### src/rtl/bus_xfer_sequencer.sv
// bus_xfer_sequencer: write-side sequencer for the shared 32-bit CPU bus.
// Accepts a (source, destination) register-transfer request, drives the bus
// select toward the bus multiplexer for a settle interval, then pulses exactly
// one destination load enable while capturing the bus value.
//
// Request handshake: a request is accepted on a rising clock edge where
// req_valid and req_ready are both 1. req_ready is 1 only in IDLE. Requests
// presented while req_ready is 0 are ignored, not queued, so the requester
// must hold req_valid (and the request fields) until it sees the accept.
// req_src and req_dst are latched at the accept edge; later changes to them
// do not affect the transfer in flight.
//
// Code map (shared by source and destination):
//   0-15 R0-R15, 16 HI, 17 LO, 18 ZHI, 19 ZLO, 20 PC, 21 MDR,
//   22 InPort, 23 C_sign_extended.
// All codes 0-23 are valid sources; only 0-17, 20 and 21 are loadable.
module bus_xfer_sequencer #(
    parameter int SEL_W   = 5,
    parameter int NUM_DST = 24,
    parameter int SETTLE  = 1
) (
    input  logic               clk,
    input  logic               clr,
    input  logic               req_valid,
    output logic               req_ready,
    input  logic [SEL_W-1:0]   req_src,
    input  logic [SEL_W-1:0]   req_dst,
    output logic [SEL_W-1:0]   bus_select,
    input  logic [31:0]        bus_data,
    output logic [NUM_DST-1:0] load_en,
    output logic               done,
    output logic               err,
    output logic [31:0]        last_data,
    output logic [15:0]        xfer_count
);

    // Code points that bound the valid source / destination sets.
    localparam logic [SEL_W-1:0] CODE_LO  = SEL_W'(17);
    localparam logic [SEL_W-1:0] CODE_PC  = SEL_W'(20);
    localparam logic [SEL_W-1:0] CODE_MDR = SEL_W'(21);
    localparam logic [SEL_W-1:0] CODE_MAX = SEL_W'(NUM_DST - 1);

    // The settle counter is loaded with SETTLE-1 so DRIVE lasts SETTLE cycles.
    localparam logic [3:0] SETTLE_INIT = 4'(SETTLE - 1);

    typedef enum logic [2:0] {
        ST_IDLE  = 3'd0,
        ST_DRIVE = 3'd1,
        ST_LOAD  = 3'd2,
        ST_DONE  = 3'd3,
        ST_ERR   = 3'd4
    } state_t;

    state_t           state;
    state_t           state_next;
    logic [SEL_W-1:0] src_q;
    logic [SEL_W-1:0] dst_q;
    logic [3:0]       settle_cnt;
    logic [15:0]      count_q;
    logic             src_ok;
    logic             dst_ok;
    logic             accept;
    logic             req_ok;

    // Request legality: any mapped code may source the bus, but the
    // read-only latches (ZHI, ZLO, InPort, C_sign_extended) cannot be loaded.
    always_comb begin
        src_ok = (req_src <= CODE_MAX);
        dst_ok = (req_dst <= CODE_LO) || (req_dst == CODE_PC) || (req_dst == CODE_MDR);
        accept = (state == ST_IDLE) && req_valid;
        req_ok = src_ok && dst_ok;
    end

    // State register; clr abandons any transfer in flight immediately.
    always_ff @(posedge clk or posedge clr) begin
        if (clr) begin
            state <= ST_IDLE;
        end else begin
            state <= state_next;
        end
    end

    // Next-state logic: IDLE -> DRIVE (SETTLE cycles) -> LOAD -> DONE -> IDLE,
    // or IDLE -> ERR -> IDLE for a rejected request.
    always_comb begin
        state_next = state;
        case (state)
            ST_IDLE: begin
                if (req_valid) begin
                    state_next = req_ok ? ST_DRIVE : ST_ERR;
                end
            end
            ST_DRIVE: begin
                if (settle_cnt == 4'd0) begin
                    state_next = ST_LOAD;
                end
            end
            ST_LOAD:  state_next = ST_DONE;
            ST_DONE:  state_next = ST_IDLE;
            ST_ERR:   state_next = ST_IDLE;
            default:  state_next = ST_IDLE;
        endcase
    end

    // Moore outputs decoded from state; load_en is combinational so that an
    // asynchronous clr drops it without waiting for a clock edge.
    always_comb begin
        req_ready = (state == ST_IDLE);
        done      = (state == ST_DONE);
        err       = (state == ST_ERR);
        load_en   = '0;
        for (int i = 0; i < NUM_DST; i++) begin
            load_en[i] = (state == ST_LOAD) && (dst_q == SEL_W'(i));
        end
    end

    // Request latch and bus select: bus_select changes only on an accepted
    // legal request and otherwise holds the last driven source.
    always_ff @(posedge clk or posedge clr) begin
        if (clr) begin
            src_q      <= '0;
            dst_q      <= '0;
            bus_select <= '0;
        end else if (accept) begin
            src_q <= req_src;
            dst_q <= req_dst;
            if (req_ok) begin
                bus_select <= req_src;
            end
        end
    end

    // Settle counter: loaded on accept, counts down through DRIVE.
    always_ff @(posedge clk or posedge clr) begin
        if (clr) begin
            settle_cnt <= '0;
        end else if (accept) begin
            settle_cnt <= SETTLE_INIT;
        end else if ((state == ST_DRIVE) && (settle_cnt != 4'd0)) begin
            settle_cnt <= settle_cnt - 4'd1;
        end
    end

    // Capture the bus value at the end of the single LOAD cycle.
    always_ff @(posedge clk or posedge clr) begin
        if (clr) begin
            last_data <= '0;
        end else if (state == ST_LOAD) begin
            last_data <= bus_data;
        end
    end

    // Completed-transfer counter, bumped at the end of DONE; wraps naturally.
    always_ff @(posedge clk or posedge clr) begin
        if (clr) begin
            count_q <= '0;
        end else if (state == ST_DONE) begin
            count_q <= count_q + 16'd1;
        end
    end

    assign xfer_count = count_q;

endmodule

### config.mk
export PLATFORM = sky130hd
export DESIGN_NAME = bus_xfer_sequencer
export DESIGN_NICKNAME = d
export VERILOG_FILES = /design/src/rtl/bus_xfer_sequencer.sv
export SDC_FILE = /design/constraint.sdc
export NUM_CORES = 1
export LEC_CHECK = 0
export CAP_MARGIN = 30
export CORE_ASPECT_RATIO = 1.1
export CORE_MARGIN = 5
export CORE_UTILIZATION = 42
export CTS_BUF_LIST = sky130_fd_sc_hd__clkbuf_4 sky130_fd_sc_hd__clkbuf_8 sky130_fd_sc_hd__clkbuf_16
export DETAILED_ROUTE_END_ITERATION = 6
export GPL_ROUTABILITY_DRIVEN = 0
export PLACE_DENSITY_LB_ADDON = 0.12
export SLEW_MARGIN = 40
export SYNTH_ARGS = -nofsm -noshare
export SYNTH_HDL_FRONTEND = slang
export SYNTH_SLANG_ARGS = --single-unit
### constraint.sdc
create_clock -name clk -period 2.4 [get_ports clk]
set_input_delay 0.6 -clock clk [delete_from_list [all_inputs] [get_ports clk]]
set_output_delay 0.6 -clock clk [all_outputs]
set_load 0.05 [all_outputs]
Fig. 1: met1 routing
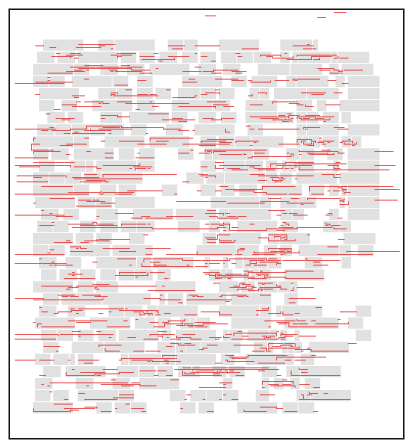
- longest straight run: 23.5 µm
- main direction: horizontal
- share of all routed wire: 38%

Fig. 2: the metal 2 layer
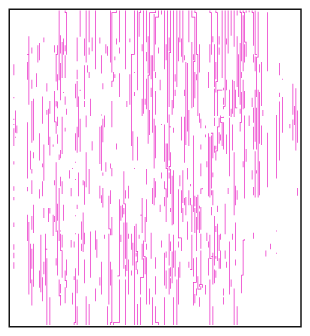
- main direction: vertical
- wire length on this layer: 3780 µm
- nets with wire on the layer: 373

Fig. 3: M3 wires
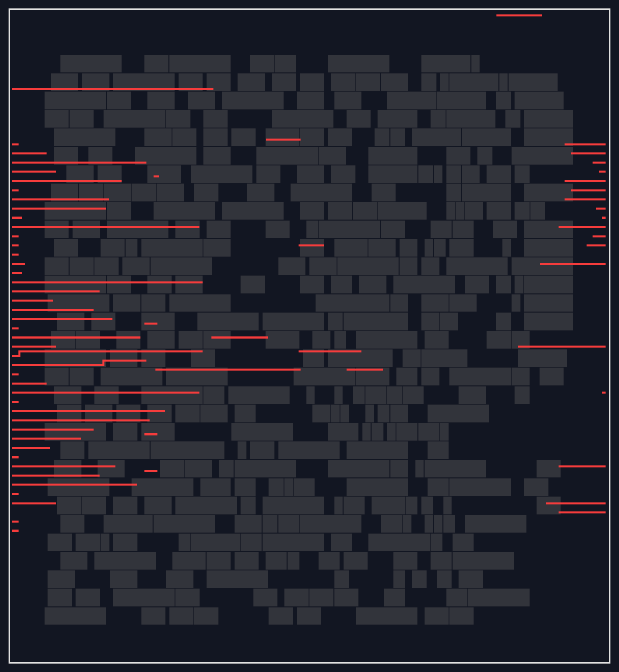
- longest straight run: 29.4 µm
- wire length on this layer: 591 µm
- share of all routed wire: 8.2%
- main direction: horizontal

==> changes_impl.md <==
### Implementation results

- Result of the run: complete, but fails checks
- Failing checks: negative setup slack
- Instance area after placement: 4432 µm²
- Ratio of cells with drive above 1 in the final layout: 32.42%
- Top routing layer in use: met4
- Cell count in the Yosys report: 230
- Category of the worst setup path capture point: output port
- Transition at the pin with the smallest max-transition slack: 538.4 ps
- CP Data Required Time: 1800 ps
- Top cells by count, synth: 65 x dfrtp_1, 42 x mux2_2, 26 x nor2_1, 15 x xnor2_1, 10 x nor3_1
- Number of DRC markers after the initial detailed-route iteration: 175
- Parity-gate share of the synthesized area counting xor and xnor cells: 5.849%
- Most instantiated logic cell after routing: clkdlybuf4s50_1
- Delay of the slowest cell on the worst path: 430 ps
- Cell with the largest stage delay on the worst path: dfrtp_2
- Post-route setup TNS: -20.90 ps
- Final setup fails: 1
- Via count of the first global-routing pass: 2350
- Count of hold-fix buffers inserted at cts: 0
- Root cell of the clock tree: clkbuf_8
- Cell type with the largest total area after synthesis: dfrtp_1
- Iteration tally of the first detailed-router pass: 4
- Largest fanout on the critical path: 4
- Worst setup path startpoint: state[2]$_DFFE_PP0P_
- Sw power: 2936 µW
- Startpoint of the lowest-slack hold path: xfer_count[15]$_DFFE_PP0P_
- Number of port buffers: 124
- Clock tree buffer depth: 2
- Unrepaired setup endpoints after global routing: yes
- Antenna violations before repair: 0
- Ports placed on the boundary: 125
- Final Max-Slew Violation Tally: 0
- Crit path buffers/inverters: 1
- Seq. pwr: 1920 µW
- Final period demand of the worst path: 2421 ps
- Fraction of the mapped netlist area in compound gates: 1.407%
- Adders+Majority by Area: 0.8795%
- Final setup slack of the worst path: -20.90 ps
- Power in combinational cells: 3570 µW
- Internal power: 3540 µW
- Total cell area reported by yosys after synthesis: 2845 µm²
- Die height: 96.33 µm
- Simple Share, Synth: 14.56%
- Min Hold Slack: 476.8 ps
- Total length of routed met3 wires: 591 µm
- Layout Cell Area excl Fill: 4738 µm²
- Sum of routed wire segments on met1: 2.729 mm
- Number of unique standard cell types used by synthesis: 34
- Max-cap viol count: 0
- Clock latency on the worst-skew pair: 340 ps
- Instance count of the mapped netlist: 230
- DRT antenna net count: 0
- Layout net count: 407
- Flip-flop and latch count after synthesis: 65
- Floorplan net count: 277
- Met2 WL post-DR: 3.777 mm
- Crit-path cells: nor3b_4, and2b_2, nand3b_1, nor3_2, clkbuf_16
- Share of total power in the clock network: 15.3%
- Hold path depth: 1
- Logic gate share of total power: 55.1%
- Most area-consuming cells after synthesis: dfrtp_1 57%, mux2_2 17%, xnor2_1 4.6%
- Power Dens Cells: 1367 nW/µm²
- Total gr overflow: 0
- Path length in cells of the critical path: 5
- First-pass GRT wire length: 11.59 mm
- Yosys warning count: 0
Fig. 4: routing congestion
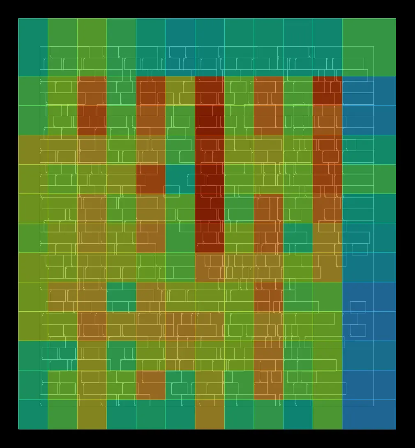
share of the core filled with cells in the final layout: 71.86%
GR Util met3: 8.305%
busiest metal layer after global routing: met2
met1 Resource Use GR: 20.55%
met2 GRT Util: 29.36%

Fig. 5: met4 routing
Bar = 20 µm.
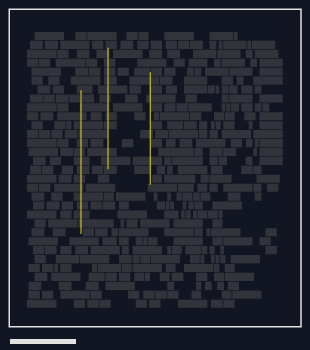
- share of all routed wire: 1.6%
- nets with wire on the layer: 2
- wire length on this layer: 114 µm
- longest straight run: 43.5 µm
- main direction: vertical

[final cells by class]
cell class	instances	area (µm²)	share of cell area [%]
Timing Repair Buffer	130	1554	32.80
Clock inverter	6	83.83	1.769
Tap cell	82	102.6	2.165
Sequential cell	65	1629	34.38
Inverter	5	18.77	0.3961
Clock buffer	9	123.9	2.614
Multi-Input combinational cell	149	1226	25.88
[registers in the layout, summed over array words and instances, names as in the netlist]
signal and flops:
bus_select 5, state 3, last_data 32, dst_q 5
xfer_count 16, settle_cnt 4
[stage by stage]
step,utilization (%),instances,total power [µW]
after global placement,67.21,427,5361
after CTS,71.20,446,6519
final,71.86,446,6476
after detailed placement,67.21,427,5434
after floorplan,-,230,4275
after global routing,71.86,446,6846
Power and IR drop assume default switching activity.
